Floorplan with the power grid:
Pins as bars on the die edge. Tap cells in gray.
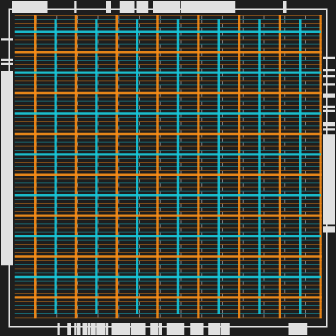
Cells colored by class:
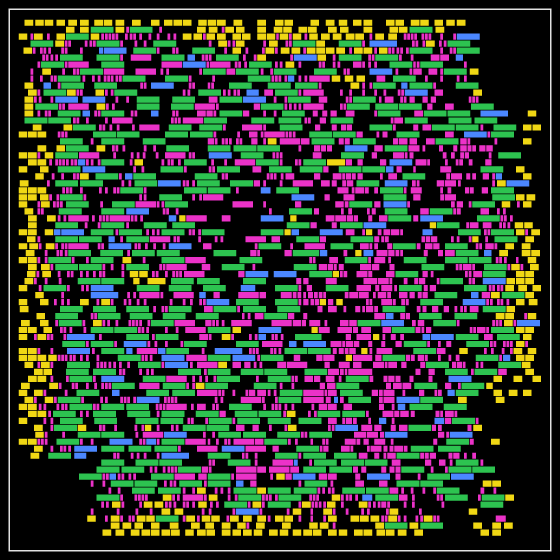
Clock wires, drivers and flops:
Scale bar: 50 um.
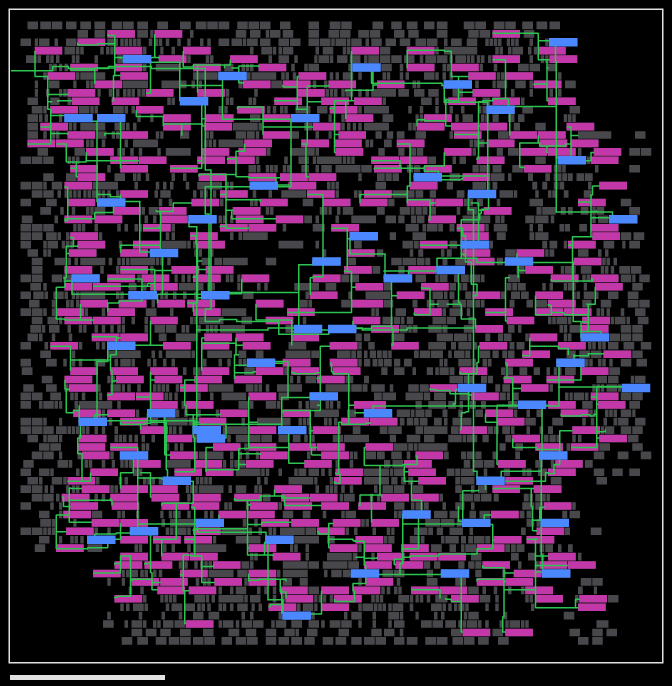
Routed metal, one color a layer:
Scale bar: 50 um.
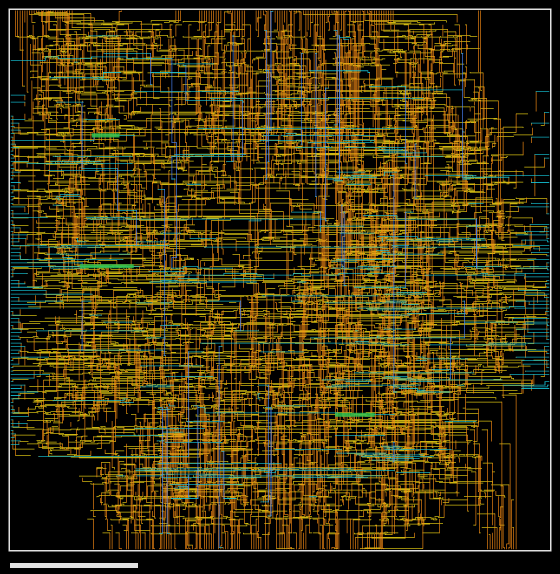
Track usage over the die:
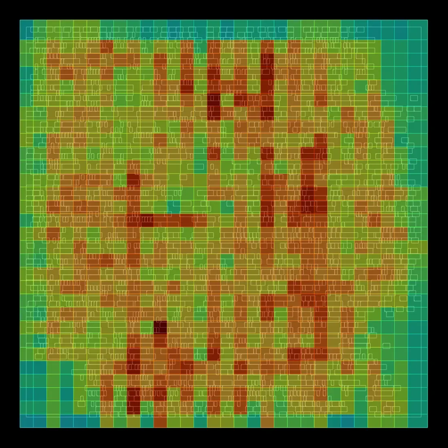
### config.mk
export PLATFORM = sky130hd
export DESIGN_NAME = argmax_classifier
export DESIGN_NICKNAME = d
export VERILOG_FILES = /design/src/rtl/argmax_classifier.sv
export SDC_FILE = /design/constraint.sdc
export NUM_CORES = 1
export LEC_CHECK = 0
export CORE_MARGIN = 3
export CORE_UTILIZATION = 45
export CTS_CLUSTER_DIAMETER = 40
export CTS_CLUSTER_SIZE = 28
export DETAILED_ROUTE_END_ITERATION = 7
export HOLD_SLACK_MARGIN = 0.08
export PLACE_DENSITY = 0.68
export SYNTH_ARGS = -nofsm -noshare
export SYNTH_HDL_FRONTEND = slang
export SYNTH_SLANG_ARGS = --single-unit
export TNS_END_PERCENT = 50
### constraint.sdc
create_clock -name clock -period 14.3 [get_ports clock]
set_clock_uncertainty 0.1 [all_clocks]
set_input_delay 1.43 -clock clock [delete_from_list [all_inputs] [get_ports clock]]
set_output_delay 1.43 -clock clock [all_outputs]
set_load 0.02 [all_outputs]
### src/rtl/argmax_classifier.sv
// Sequential argmax: latches a signed vector, scans one element per cycle, reports the max index/value.
// Optional ARGMAX_OVERRUN_FLAG_EN adds a sticky flag for vectors presented while busy.
module argmax_classifier #(
    parameter int unsigned DATA_WIDTH = 32,
    parameter int unsigned NUM_INPUTS = 10
) (
    input  logic                          clock,
    input  logic                          reset,
    input  logic                          inputs_ready,
    input  logic signed [DATA_WIDTH-1:0]  inputs [NUM_INPUTS],
    output logic [$clog2(NUM_INPUTS)-1:0] class_index,
    output logic signed [DATA_WIDTH-1:0]  max_value,
    output logic                          output_ready,
    output logic                          busy
`ifdef ARGMAX_OVERRUN_FLAG_EN
    ,
    output logic                          overrun
`endif
);

    localparam int unsigned INDEX_WIDTH = $clog2(NUM_INPUTS);

    localparam logic [1:0] ST_IDLE = 2'd0;
    localparam logic [1:0] ST_SCAN = 2'd1;
    localparam logic [1:0] ST_DONE = 2'd2;

    if (NUM_INPUTS < 2) begin : g_bad_num_inputs
        $error("argmax_classifier: NUM_INPUTS must be >= 2");
    end

    logic [1:0]                   r_state;
    logic [1:0]                   w_next_state;
    logic signed [DATA_WIDTH-1:0] r_vec [NUM_INPUTS];
    logic signed [DATA_WIDTH-1:0] r_best_val;
    logic [INDEX_WIDTH-1:0]       r_best_idx;
    logic [INDEX_WIDTH-1:0]       r_scan_idx;

    logic signed [DATA_WIDTH-1:0] w_elem;
    logic                         w_take;
    logic                         w_last;
    logic signed [DATA_WIDTH-1:0] w_cand_val;
    logic [INDEX_WIDTH-1:0]       w_cand_idx;

    // Strict compare keeps the lowest index among equal maxima.
    assign w_elem     = r_vec[r_scan_idx];
    assign w_take     = (w_elem > r_best_val);
    assign w_last     = (r_scan_idx == INDEX_WIDTH'(NUM_INPUTS - 1));
    assign w_cand_val = w_take ? w_elem : r_best_val;
    assign w_cand_idx = w_take ? r_scan_idx : r_best_idx;

    always_ff @(posedge clock or posedge reset) begin
        if (reset) begin
            r_state <= ST_IDLE;
        end else begin
            r_state <= w_next_state;
        end
    end

    always_comb begin
        w_next_state = r_state;
        case (r_state)
            ST_IDLE: if (inputs_ready) w_next_state = ST_SCAN;
            ST_SCAN: if (w_last) w_next_state = ST_DONE;
            ST_DONE: w_next_state = ST_IDLE;
            default: w_next_state = ST_IDLE;
        endcase
    end

    // Datapath and registered outputs; results only update on the final scan edge.
    always_ff @(posedge clock or posedge reset) begin
        if (reset) begin
            r_vec        <= '{default: '0};
            r_best_val   <= '0;
            r_best_idx   <= '0;
            r_scan_idx   <= '0;
            class_index  <= '0;
            max_value    <= '0;
            output_ready <= 1'b0;
            busy         <= 1'b0;
        end else begin
            output_ready <= 1'b0;
            busy         <= (w_next_state != ST_IDLE);
            if (r_state == ST_IDLE && inputs_ready) begin
                r_vec      <= inputs;
                r_best_val <= inputs[0];
                r_best_idx <= '0;
                r_scan_idx <= INDEX_WIDTH'(1);
            end else if (r_state == ST_SCAN) begin
                r_best_val <= w_cand_val;
                r_best_idx <= w_cand_idx;
                r_scan_idx <= r_scan_idx + INDEX_WIDTH'(1);
                if (w_last) begin
                    class_index  <= w_cand_idx;
                    max_value    <= w_cand_val;
                    output_ready <= 1'b1;
                end
            end
        end
    end

`ifdef ARGMAX_OVERRUN_FLAG_EN
    always_ff @(posedge clock or posedge reset) begin
        if (reset) begin
            overrun <= 1'b0;
        end else if (inputs_ready && r_state != ST_IDLE) begin
            overrun <= 1'b1;
        end
    end
`endif

endmodule
==> results.rst <==
Synthesis and place-and-route
=============================

.. list-table::
   :header-rows: 1

   * - Metric
     - Value
   * - Outcome
     - finished clean
   * - Hold_buf cts
     - 0
   * - Total vias in the final route
     - 15540
   * - Overall Global Routing Usage
     - 26.68%
   * - Cell area power density
     - 276.1 nW/um2
   * - Most numerous logic cells after layout
     - 911 x sky130_fd_sc_hd__nand2_1, 398 x sky130_fd_sc_hd__dfrtp_1, 360 x sky130_fd_sc_hd__clkdlybuf4s50_1
   * - Ys Warns
     - 0
   * - Internal power
     - 3931 uW
   * - Clock slew seen by the registers of the worst setup and hold paths
     - approximately 60 ps
   * - Nets@finish
     - approximately 2600
   * - Cell at the slowest stage of the critical path
     - sky130_fd_sc_hd__a21oi_4
   * - Share of total power consumed by net switching
     - 42.53%
   * - Max-slew violations
     - 0
   * - Highest Clock Rate
     - 148.8 MHz
   * - Worst-margin pin slew
     - 1207 ps
   * - Finish-stage setup viols
     - 0
   * - Maximum number of pins on one net before global-route repair
     - 244
   * - Setup repair after global routing missed its margin
     - false
   * - Netlist cell types
     - 50
   * - Antenna violations before repair
     - 5
   * - Rows
     - about 74
   * - I/O Buffers
     - 360
About 'floorplan with the power grid':
[orange] VSS
[cyan] VDD
met1 rails: 75
tap cells: 532
met5 straps: 14
met4 straps: 15

About 'cells colored by class':
[green] flops | cells: 400 | share of their area: 42%
[magenta] all other logic | cells: 1424 | share of their area: 34%
[yellow] other buffers and delay cells | cells: 379 | share of their area: 16%
[blue] clock drivers and dummy loads | cells: 109 | share of their area: 8.5%

About 'clock wires, drivers and flops':
[magenta] flip-flops | count: 400
[blue] cells driving clock nets | count: 58
[green] clock wires | length: 5310 um
routed clock nets: 59
flops lie: all over the die

About 'routed metal, one color a layer':
[blue] met4 | wire length: 1410 um
[orange] met2 | wire length: 25.9 mm
[cyan] met3 | wire length: 4900 um
[yellow] met1 | wire length: 27.2 mm
[green] met5 | wire length: 42.3 um

About 'track usage over the die':
met1 track demand over resource in global routing: 40.73%
busiest grt layer: met1
final core area utilization: 60.41%

-- metal layers --
layer | share of wire [%] | up-vias
met4 | 2.4 | 6
met3 | 8.3 | 96
met5 | 0.071 | -
li1 | - | 7176
met1 | 46 | 7647
met2 | 44 | 610
-- area by class of cell --
cell class / instances / area [um2] / share of cell area (%)
diodes: 2 / 5.005 / 0.02020
clock buffers: 61 / 1504 / 6.070
clock inverters: 48 / 549.3 / 2.217
inverters: 40 / 157.7 / 0.6363
multi-input cells: 1384 / 8107 / 32.72
flip-flops and latches: 400 / 10020 / 40.43
well taps: 532 / 665.6 / 2.687
repair buffers: 379 / 3771 / 15.22
-- worst paths after layout --
| kind | slack [ps] | end | depth (start not counted) |
|---|---|---|---|
| max | 7580 | r_best_val[12] | 13 |
| min | 370 | r_vec[52] | 2 |
| max reg2reg | 7580 | r_best_val[12] | 13 |
| min reg2reg | 370 | r_vec[52] | 2 |
| max in group asynchronous | 10410 | r_scan_idx[0] | 4 |
| min in group asynchronous | 1310 | output_ready | 2 |
-- state kept, by name, summed over array words and instances (netlist names) --
name and flops:
class_index 4, r_best_idx 4, r_best_val 32, r_state 2
r_scan_idx 4, output_ready 1, busy 1, max_value 32
r_vec 320
-- logic make-up after synthesis --
group                    synth area share (%)
AND-OR/OR-AND                           7.872
XOR/XNOR                              0.04663
multiplexers                            11.30
AND/OR/NAND/NOR                         21.51
flip-flops                              53.28
adder cells (fa/ha/maj)                 2.264
buffers and inverters                   3.736
-- synthesized netlist by cell type (18+ instances only) --
library cell,instances,share of area (%)
sky130_fd_sc_hd__buf_2,18,0.48
sky130_fd_sc_hd__a221o_1,32,1.7
sky130_fd_sc_hd__nor3_1,33,0.88
sky130_fd_sc_hd__a21o_1,32,1.3
sky130_fd_sc_hd__and3_1,33,1.1
sky130_fd_sc_hd__clkbuf_1,103,2.1
sky130_fd_sc_hd__ha_1,34,2.3
sky130_fd_sc_hd__o31ai_1,33,1.3
sky130_fd_sc_hd__dfrtp_1,400,53
sky130_fd_sc_hd__inv_1,39,0.78
sky130_fd_sc_hd__nand2_1,913,18
sky130_fd_sc_hd__o22ai_1,32,1.1
sky130_fd_sc_hd__mux2i_1,68,3.6
sky130_fd_sc_hd__mux4_2,64,7.7
sky130_fd_sc_hd__a21oi_1,43,1.1
-- power by group through the flow --
stage	clock network [uW]	logic, uW	registers [uW]
floorplan	0	2370	1950
global route	1560	3630	2090
finish	1490	3310	2040
detailed placement	0	3270	2040
CTS	1500	3290	2030
global placement	0	3210	2040
-- through the flow --
stage	util [%]	std cells	total power [uW]
finish	60.41	2846	6840
global placement	55.39	2735	5243
floorplan	-	1956	4319
detailed placement	55.39	2735	5315
global route	60.41	2846	7282
CTS	60.39	2844	6827
-- worst max-delay path: cells and delay by family, from the launching register on --
kind / cells / cell delay, ps
AOI/OAI and AO/OA: 7 / 2350
buffers and inverters: 2 / 1510
muxes: 2 / 920
and+or+nand+nor: 1 / 720
DFF: 1 / 620
adders and majority gates: 1 / 360
Power is estimated from default activity; no workload was simulated.
